### src/rtl/search_scheduler_if.sv
// Candidate/result handshake between the search scheduler and the
// XOR/popcount/min-finder datapath.
//   cand_valid     : candidate offer (scheduler -> datapath)
//   cand_ready     : datapath accepts the candidate
//   cand_coords    : [15:8] vertical offset, [7:0] horizontal offset
//   cand_blk_index : index of the block under search
//   res_valid      : min-finder result pulse, one per block
interface search_scheduler_if;
  logic        cand_valid;
  logic        cand_ready;
  logic [15:0] cand_coords;
  logic [15:0] cand_blk_index;
  logic        res_valid;

  modport master (
    output cand_valid,
    output cand_coords,
    output cand_blk_index,
    input  cand_ready,
    input  res_valid
  );

  modport slave (
    input  cand_valid,
    input  cand_coords,
    input  cand_blk_index,
    output cand_ready,
    output res_valid
  );
endinterface

### src/rtl/search_scheduler.sv
// Search scheduler: walks every candidate offset of a search window for each
// block of a job, issuing one candidate per accepted handshake, and limits the
// number of blocks in flight (fully issued, result not yet returned).
// Ports:
//   clk, reset_n : clock (rising edge), asynchronous active-low reset
//   start        : one-cycle job start request (honoured only when idle)
//   num_blks     : blocks in the job, latched on an accepted start
//   cand         : candidate/result handshake (master side)
//   busy         : job in progress
//   done         : one-cycle job-complete pulse
//   res_err      : sticky, result pulse seen with no block outstanding
module search_scheduler #(
  parameter int unsigned blk_w           = 16,
  parameter int unsigned blk_h           = 16,
  parameter int unsigned search_blk_w    = 64,
  parameter int unsigned search_blk_h    = 16,
  parameter int unsigned max_outstanding = 2
) (
  input  logic                clk,
  input  logic                reset_n,
  input  logic                start,
  input  logic [15:0]         num_blks,
  search_scheduler_if.master  cand,
  output logic                busy,
  output logic                done,
  output logic                res_err
);

  localparam int unsigned NUM_H = search_blk_w - blk_w + 1;
  localparam int unsigned NUM_V = search_blk_h - blk_h + 1;
  localparam int unsigned OW    = $clog2(max_outstanding + 1);

  localparam logic [7:0]    H_LAST  = 8'(NUM_H - 1);
  localparam logic [7:0]    V_LAST  = 8'(NUM_V - 1);
  localparam logic [OW-1:0] MAX_OUT = OW'(max_outstanding);

  typedef enum logic [2:0] {
    IDLE,
    ISSUE,
    WAIT_CREDIT,
    DRAIN,
    FINISH
  } state_t;

  state_t        state, state_nxt;
  logic [15:0]   num_blks_q;
  logic [15:0]   blk_idx;
  logic [15:0]   blk_idx_inc;
  logic [7:0]    v_pos;
  logic [7:0]    h_pos;
  logic [OW-1:0] outst;
  logic [OW-1:0] outst_nxt;
  logic          err_set;
  logic          accept;
  logic          scan_end;
  logic          blk_done;

  assign cand.cand_coords    = {v_pos, h_pos};
  assign cand.cand_blk_index = blk_idx;

  assign accept      = cand.cand_valid && cand.cand_ready;
  assign scan_end    = (v_pos == V_LAST) && (h_pos == 8'd0);
  assign blk_done    = accept && scan_end;
  assign blk_idx_inc = blk_idx + 16'd1;

  // Block completion and a result in the same cycle cancel out.
  always_comb begin
    outst_nxt = outst;
    err_set   = 1'b0;
    if (blk_done && !cand.res_valid) begin
      outst_nxt = outst + OW'(1);
    end else if (!blk_done && cand.res_valid) begin
      if (outst != '0) outst_nxt = outst - OW'(1);
      else             err_set   = 1'b1;
    end
  end

  // WAIT_CREDIT and DRAIN look at the post-update count, so a returning
  // result releases the FSM on the following cycle.
  always_comb begin
    state_nxt       = state;
    cand.cand_valid = 1'b0;
    done            = 1'b0;
    busy            = (state != IDLE);
    case (state)
      IDLE: begin
        if (start) state_nxt = (num_blks != 16'd0) ? ISSUE : FINISH;
      end
      ISSUE: begin
        cand.cand_valid = 1'b1;
        if (blk_done) begin
          if (blk_idx_inc == num_blks_q)  state_nxt = DRAIN;
          else if (outst_nxt >= MAX_OUT)  state_nxt = WAIT_CREDIT;
        end
      end
      WAIT_CREDIT: begin
        if (outst_nxt < MAX_OUT) state_nxt = ISSUE;
      end
      DRAIN: begin
        if (outst_nxt == '0) state_nxt = FINISH;
      end
      FINISH: begin
        done      = 1'b1;
        state_nxt = IDLE;
      end
      default: state_nxt = IDLE;
    endcase
  end

  always_ff @(posedge clk or negedge reset_n) begin
    if (!reset_n) begin
      state      <= IDLE;
      num_blks_q <= '0;
      blk_idx    <= '0;
      v_pos      <= '0;
      h_pos      <= '0;
      outst      <= '0;
      res_err    <= 1'b0;
    end else begin
      state <= state_nxt;
      outst <= outst_nxt;
      if (state == IDLE && start) begin
        num_blks_q <= num_blks;
        blk_idx    <= '0;
        v_pos      <= '0;
        h_pos      <= H_LAST;
        outst      <= '0;
        res_err    <= 1'b0;
      end else begin
        if (err_set) res_err <= 1'b1;
        if (accept) begin
          if (h_pos == 8'd0) begin
            h_pos <= H_LAST;
            if (v_pos == V_LAST) begin
              v_pos   <= '0;
              blk_idx <= blk_idx_inc;
            end else begin
              v_pos <= v_pos + 8'd1;
            end
          end else begin
            h_pos <= h_pos - 8'd1;
          end
        end
      end
    end
  end

endmodule

### src/flat_wrapper.sv
// flat-port wrapper written by rule: the top's interface ports become plain ports
module search_scheduler_flat 
#(
  parameter int unsigned blk_w           = 16,
  parameter int unsigned blk_h           = 16,
  parameter int unsigned search_blk_w    = 64,
  parameter int unsigned search_blk_h    = 16,
  parameter int unsigned max_outstanding = 2
)
  (clk, reset_n, start, num_blks, busy, done, res_err, cand_cand_valid, cand_cand_coords, cand_cand_blk_index, cand_cand_ready, cand_res_valid);
  search_scheduler_if cand_i ();
  input  logic clk;
  input  logic reset_n;
  input  logic start;
  input  logic [15:0] num_blks;
  output logic busy;
  output logic done;
  output logic res_err;
  output wire logic [$bits(cand_i.cand_valid)-1:0] cand_cand_valid;
  output wire logic [$bits(cand_i.cand_coords)-1:0] cand_cand_coords;
  output wire logic [$bits(cand_i.cand_blk_index)-1:0] cand_cand_blk_index;
  input wire logic [$bits(cand_i.cand_ready)-1:0] cand_cand_ready;
  input wire logic [$bits(cand_i.res_valid)-1:0] cand_res_valid;
  assign cand_cand_valid = cand_i.cand_valid;
  assign cand_cand_coords = cand_i.cand_coords;
  assign cand_cand_blk_index = cand_i.cand_blk_index;
  assign cand_i.cand_ready = cand_cand_ready;
  assign cand_i.res_valid = cand_res_valid;
  search_scheduler #(.blk_w(blk_w), .blk_h(blk_h), .search_blk_w(search_blk_w), .search_blk_h(search_blk_h), .max_outstanding(max_outstanding)) u_core (.clk(clk), .reset_n(reset_n), .start(start), .num_blks(num_blks), .cand(cand_i), .busy(busy), .done(done), .res_err(res_err));
endmodule
### config.mk
export PLATFORM = sky130hd
export DESIGN_NAME = search_scheduler_flat
export DESIGN_NICKNAME = d
export VERILOG_FILES = /design/src/rtl/search_scheduler_if.sv /design/src/rtl/search_scheduler.sv /design/src/flat_wrapper.sv
export SDC_FILE = /design/constraint.sdc
export NUM_CORES = 1
export LEC_CHECK = 0
export CORE_ASPECT_RATIO = 1.25
export CORE_MARGIN = 2
export CORE_UTILIZATION = 53
export DETAILED_ROUTE_END_ITERATION = 8
export GPL_TIMING_DRIVEN = 0
export PLACE_DENSITY = 0.8
export SETUP_SLACK_MARGIN = 0.1
export SLEW_MARGIN = 40
export SYNTH_ARGS = -nofsm -noshare
export SYNTH_HDL_FRONTEND = slang
export SYNTH_SLANG_ARGS = --single-unit
### constraint.sdc
create_clock -name clk -period 3.1 [get_ports clk]
set_input_delay 0.775 -clock clk [delete_from_list [all_inputs] [get_ports clk]]
set_output_delay 0.775 -clock clk [all_outputs]
set_load 0.05 [all_outputs]
run_1/metal_stack.png
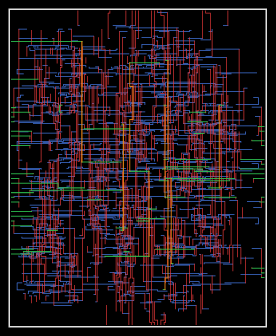
Key: met2 = red [wire length 3,960 um]; met4 = orange [wire length 258 um]; met3 = green [wire length 397 um]; met1 = blue [wire length 3,290 um]
Vias: 3,026
final wirelength: 7.90 mm

run_1/met2.png
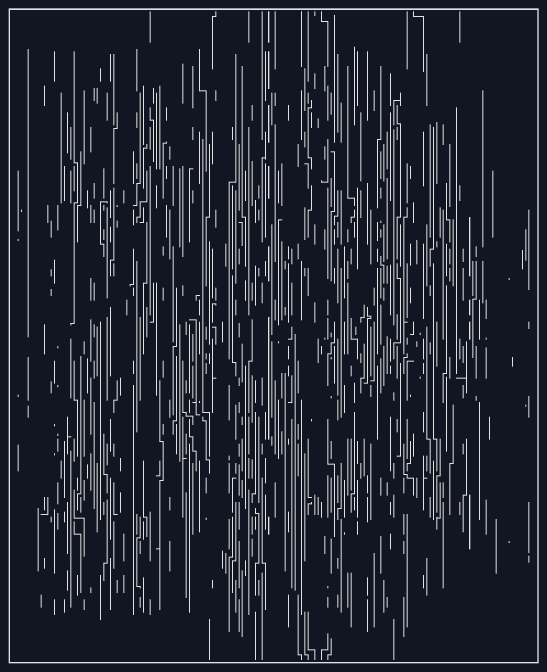
The wires run mostly vertical. The layer holds 50% of the routed length.
GR Util met2: 41.6%

==> impl_metrics.yaml, run 1 <==
# synthesis and place-and-route metrics
power:
  power-top-group: "registers"
  pg_seq_uw: 957
  p_clk_share_pct: 19.7
  pg_clk_uw: 421
setup_path:
  worstSetupEndpointType: "primary output"
  criticalPathCategory: "flip-flop to primary output"
  path_delay_family: "buffers and inverters"
  critical_path_buf_inv_count: 2
floorplanning:
  die_area_um2: 6700
  initCoreUtil_pct: 55.2
sta:
  worstMarginPinSlew_ns: 0.755
  finalSetupViolations: 0
finish:
  mostFrequentLayoutCells: "nand2_1, clkdlybuf4s50_1, dfrtp_1"
  finalNetCount: 480
outcome:
  status: "completed"
synthesis:
  yosys-top-cells-count: "nand2_1, dfrtp_1, nor2_1"
  synth_top_area_share_pct: 42.1
  synth.cellmix.compoundShare_pct: 11.0
detailed_routing:
  drtIter0Drc: 183
placement:
  dp_slack_ns: 0.0249
  place.gp.congestion: 0.844
global_routing:
  gr-total-overflow: 0
  grt.total_usage_pct: 25.1
clocking:
  clock_latency_ns: 0.32
run_1/final_congestion.png
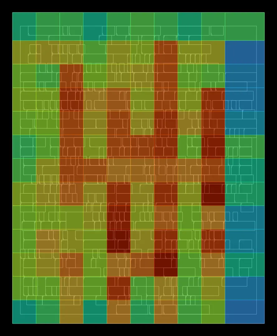
GRT busiest layer: met2
Finished Core Util: 68.5%
WL/cell: 15.3 um

run_1/gate_families.png
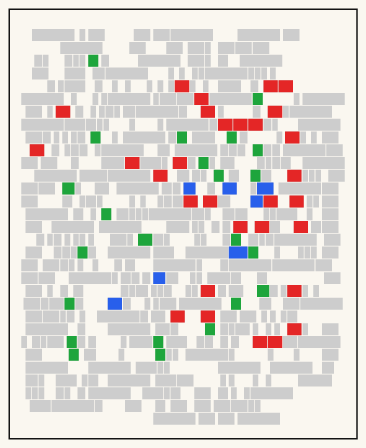
Key: AND and OR gates = green [cells 23]; AND-OR and OR-AND gates = blue [cells 7]; XOR/XNOR gates = red [cells 30]
most numerous logic cell after layout: nand2_1
Comb/total area: 44.1%
Non-Filler Instances: 518

==> run 1: worst reg2reg max path, stage by stage, from the launching register on <==
cell,delay [ns]
dfrtp_1,0.44
inv_1,0.08
ha_1,0.15
nor4b_1,0.23
nand2_1,0.23
or3_1,0.49
and3_1,0.22
a211oi_2,0.46
o21ai_0,0.17
a31o_2,0.27
==> run 1: layout make-up <==
class                   count  area [um2]  share of cell area [%]
plain buffers              15        57.6                    1.44
clock buffers               6        82.6                    2.07
clock inverters             2        12.5                   0.314
inverters                  13        48.8                    1.22
multi-input cells         303        1760                    44.1
flip-flops and latches     54        1350                    33.9
well taps                  66        82.6                    2.07
repair buffers             59         593                    14.9
==> run 1: cells by family (layout without fill, tap and decap cells) <==
family / count (synthesis) / in the layout
AND/OR/NAND/NOR: 202 / 202
AND-OR/OR-AND: 58 / 58
flip-flops: 54 / 54
XOR/XNOR: 30 / 30
buffers and inverters: 28 / 95
adder cells (fa/ha/maj): 8 / 8
multiplexers: 5 / 5
==> run 1: repair_timing <==
item,in CTS,in global routing
endpoints found under the setup margin,0,2
hold buffers,0,0
setup buffers,0,2
endpoints found under the hold margin,0,0
==> run 1: worst paths after layout <==
kind,startpoint,to,slack [ns],cells past startpoint
worst max-delay path,u_core.state[1],cand_cand_valid,0.23,3
worst min-delay path,reset_n,u_core.cand.cand_blk_index[14],0.33,1
worst max register to register,u_core.v_pos[0],u_core.state[1],0.26,9
worst min register to register,u_core.num_blks_q[4],u_core.num_blks_q[4],0.51,2
max in group asynchronous,reset_n,u_core.num_blks_q[0],2.30,2
min in group clk,u_core.num_blks_q[4],u_core.num_blks_q[4],0.51,2
run_1/density.png
The die is cut into 7 by 9 equal tiles; white is low, dark blue is high, 0 to 100% covered.
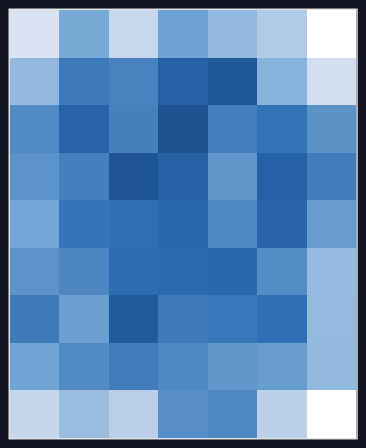

==> run 2, diff against run 1 <==
CORE_ASPECT_RATIO = 0.5   (was 1.25)
run_2/density.png
The die is cut into 11 by 6 equal tiles; white is low, dark blue is high, 0 to 100% covered.
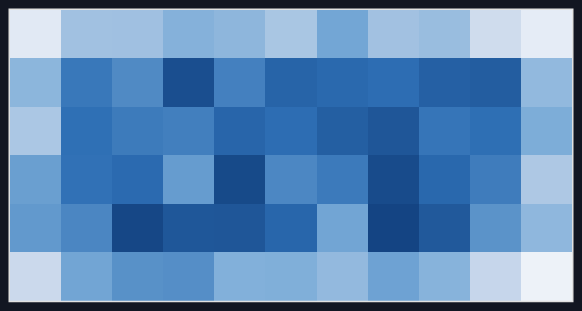
The mean over all tiles is 59%. The fullest tile reaches 92%. 30% of the tiles are over 75% full. The densest ninth of the die: center.
Core ar.: 5660 um2
Finished Core Util: 72.2%
FP Core Util: 56.7%

==> impl_metrics.yaml, run 2 <==
# synthesis and place-and-route metrics
clocking:
  ctsHoldBuffers: 0
  clock_latency_ns: 0.30
sta:
  finalSetupViolations: 0
  worstMarginPinSlew_ns: 0.597
  max_freq_mhz: 357
setup_path:
  worstSetupEndpointType: "primary output"
  criticalPathCategory: "flip-flop to primary output"
  critPathLaunch: "u_core.state[1]"
  rrSetupSlack_ns: 0.33
  r2r_start: "u_core.v_pos[0]"
  cp-endpoint: "cand_cand_valid"
global_routing:
  grt.total_usage_pct: 25.7
  gr-total-overflow: 0
floorplanning:
  die_area_um2: 6730
  num_rows: 19
detailed_routing:
  drc_errors: 0
  vias: 3029
  drtIter0Drc: 232
synthesis:
  synth_top_area_share_pct: 42.1
  ys_cells: 385
  yosys-top-cells-count: "nand2_1, dfrtp_1, nor2_1"
finish:
  finalNetCount: 480
  mostFrequentLayoutCells: "nand2_1, clkdlybuf4s50_1, dfrtp_1"
  logic_area_um2: 1780
  final_common_cell: "nand2_1"
  seqCellArea_um2: 1350
placement:
  place.gp.congestion: 0.901
  dp_slack_ns: -0.0570
flow_run:
  warnings: 30
outcome:
  status: "completed"
run_2/metal_stack.png
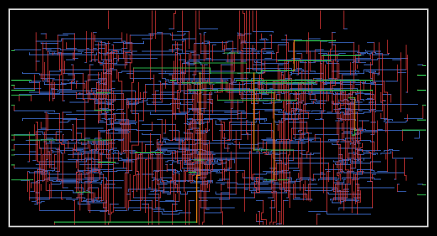
Key: met4 = orange [wire length 104 um]; met3 = green [wire length 395 um]; met1 = blue [wire length 3,660 um]; met2 = red [wire length 3,800 um]
final wirelength: 7.95 mm
WL/cell: 15.1 um

run 2: layer usage:
metal	share of wire [%]	global-route usage, %	vias to the layer above
met4	1.3	9.93	0
met3	5.0	5.11	10
met2	48	43.7	76
met5	0	0	-
met1	46	33.3	1476
li1	-	-	1467
run 2: layout make-up:
type / instances / area share [%]
multi-input combinational: 303 / 43.6
sequential: 54 / 33.1
timing repair buffer: 59 / 14.5
clock buffer: 7 / 3.25
tap: 73 / 2.24
buffer: 15 / 1.41
inverter: 13 / 1.19
clock inverter: 1 / 0.735
run 2: what timing repair did:
| item | in CTS | in global routing |
|---|---|---|
| endpoints found under the hold margin | 0 | 0 |
| resized | 0 | 2 |
| setup buffers | 0 | 2 |
| endpoints found under the setup margin | 0 | 3 |
run 2: report_power, final:
part	switching [uW]	internal [uW]
clock network	250	382
registers	133	827
logic	461	299
run 2: how the worst min path moves through the flow:
stage / end / slack [ns] / cells after the start
6_report: u_core.v_pos[4] / 0.32 / 1
4_1_cts: u_core.v_pos[4] / 0.32 / 1
3_3_place_gp: u_core.num_blks_q[4] / 0.48 / 2
3_5_place_dp: u_core.num_blks_q[7] / 0.48 / 2
2_1_floorplan: u_core.num_blks_q[11] / 0.47 / 2
5_1_grt: u_core.v_pos[6] / 0.33 / 1
run 2: kinds of logic (layout without fill, tap and decap cells):
kind of cell	count (synthesis)	after routing	synth area share [%]
AND/OR/NAND/NOR	202	202	30.7
AND-OR/OR-AND	58	58	11.0
flip-flops	54	54	42.1
XOR/XNOR	30	30	8.18
buffers and inverters	28	95	3.31
adder cells (fa/ha/maj)	8	8	3.12
multiplexers	5	5	1.56
run 2: worst max-delay path: cells and delay by family, from the launching register on:
kind,cells,cell delay (ns)
buffers and inverters,2,1.03
and+or+nand+nor,1,0.33
DFF,1,0.36
run_2/final_congestion.png
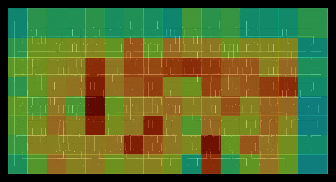

==> run 3, diff against run 2 <==
CORE_UTILIZATION = 40   (was 53)
PLACE_DENSITY = not set   (was 0.8)
run_3/final_congestion.png
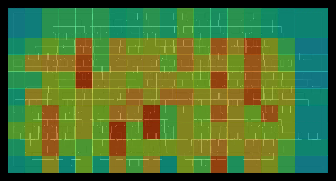
GR Util met1: 26.7%
WL/cell: 14.2 um

==> impl_metrics.yaml, run 3 <==
# synthesis and place-and-route metrics
sta:
  fin_tns_setup_ns: 0
  worstMarginPinSlew_ns: 0.639
  finalSetupViolations: 0
  slew_headroom_pct: 57.4
  max_freq_mhz: 355
power:
  p_comb_share_pct: 33.0
  p_clk_share_pct: 25.2
  seqPwrFrac_pct: 41.8
  power_density_nw_per_um2: 557
  p_sw_uw: 843
  switching_share_pct: 36.8
flow_run:
  warnings: 30
detailed_routing:
  drc_errors: 0
  ant_nets: 0
  drtIter0Drc: 197
  vias: 2968
  drt-total-wl_mm: 8.00
finish:
  mostFrequentLayoutCells: "nand2_1, clkdlybuf4s50_1, dfrtp_1"
  areaGrowthSynthToFinish_pct: 28.0
  finalNetCount: 479
  final_common_cell: "nand2_1"
  final_util_pct: 52.1
synthesis:
  synth_top_area_share_pct: 42.1
  syn_inst: 385
  yosys-top-cells-count: "nand2_1, dfrtp_1, nor2_1"
  ys_cells: 385
clocking:
  ctsHoldBuffers: 0
  path_clk_slew_ns: 0.07
  cts_max_level: 2
  clock_latency_ns: 0.29
  cts_made_buffers: 5
floorplanning:
  initCoreUtil_pct: 40.7
  die_area_um2: 8800
  design.core.area_um2: 7890
  num_rows: 23
placement:
  dp_slack_ns: -0.0899
  place.gp.congestion: 0.856
setup_path:
  criticalPathCategory: "flip-flop to primary output"
  worstSetupEndpointType: "primary output"
global_routing:
  gr-total-overflow: 0
  grt.total_usage_pct: 19.6
outcome:
  status: "completed"
run_3/gate_families.png
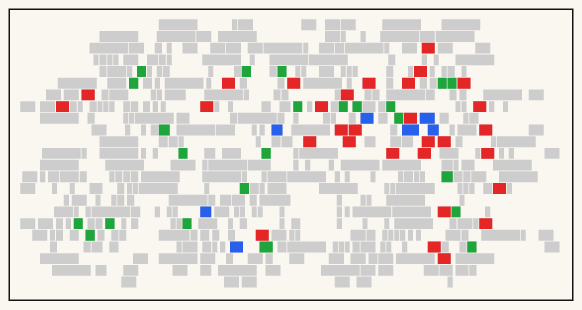
Key: AND-OR and OR-AND gates = blue [cells 7]; AND and OR gates = green [cells 23]; XOR/XNOR gates = red [cells 30]
Comb/total area: 43.3%
Non-Filler Instances: 563

-- run 3: layout make-up --
cell class	instances	area [um2]
clock buffers	7	143
plain buffers	15	57.6
multi-input cells	303	1780
well taps	112	140
inverters	13	48.8
flip-flops and latches	54	1350
clock inverters	1	5.00
repair buffers	58	586
fillers	773	3770
-- run 3: power groups by stage --
stage	clock network, uW	logic (uW)	registers [uW]
6_report	576	756	958
4_1_cts	594	761	958
5_1_grt	618	834	979
3_3_place_gp	0	743	967
2_1_floorplan	0	349	1120
3_5_place_dp	0	755	971
-- run 3: layer usage --
layer / vias up / GRT usage, % / routed length [um]
li1: 1462 / - / -
met1: 1443 / 26.7 / 3750
met2: 55 / 32.8 / 3800
met3: 8 / 3.65 / 362
met4: 0 / 4.79 / 91
met5: - / 0 / 0
-- run 3: cells by family after synthesis --
group,synth area share [%]
buf+inv,3.31
flops,42.1
fa+ha+maj,3.12
compound gates,11.0
xor+xnor,8.18
mux,1.56
simple gates,30.7
-- run 3: critical path: stages, from the launching register on --
cell             delay, ns
dfrtp_1               0.36
buf_2                 0.17
nor3b_2               0.35
clkdlybuf4s50_1       0.87
-- run 3: repair_timing --
action / in CTS / in global routing
endpoints found under the setup margin: 0 / 3
setup buffers: 0 / 1
gates resized: 0 / 3
-- run 3: worst paths after layout --
| path | start | to | slack (ns) | depth (start not counted) |
|---|---|---|---|---|
| setup / recovery | u_core.state[1] | cand_cand_valid | 0.28 | 3 |
| hold / removal | reset_n | u_core.v_pos[2] | 0.33 | 1 |
| setup reg to reg | u_core.v_pos[0] | u_core.state[2] | 0.35 | 9 |
| hold reg to reg | u_core.res_err | u_core.res_err | 0.50 | 2 |
| max in group asynchronous | reset_n | u_core.cand.cand_blk_index[6] | 2.29 | 2 |
| min in group clk | u_core.res_err | u_core.res_err | 0.50 | 2 |
No activity file was given, so power comes from the tool's default toggle rates.
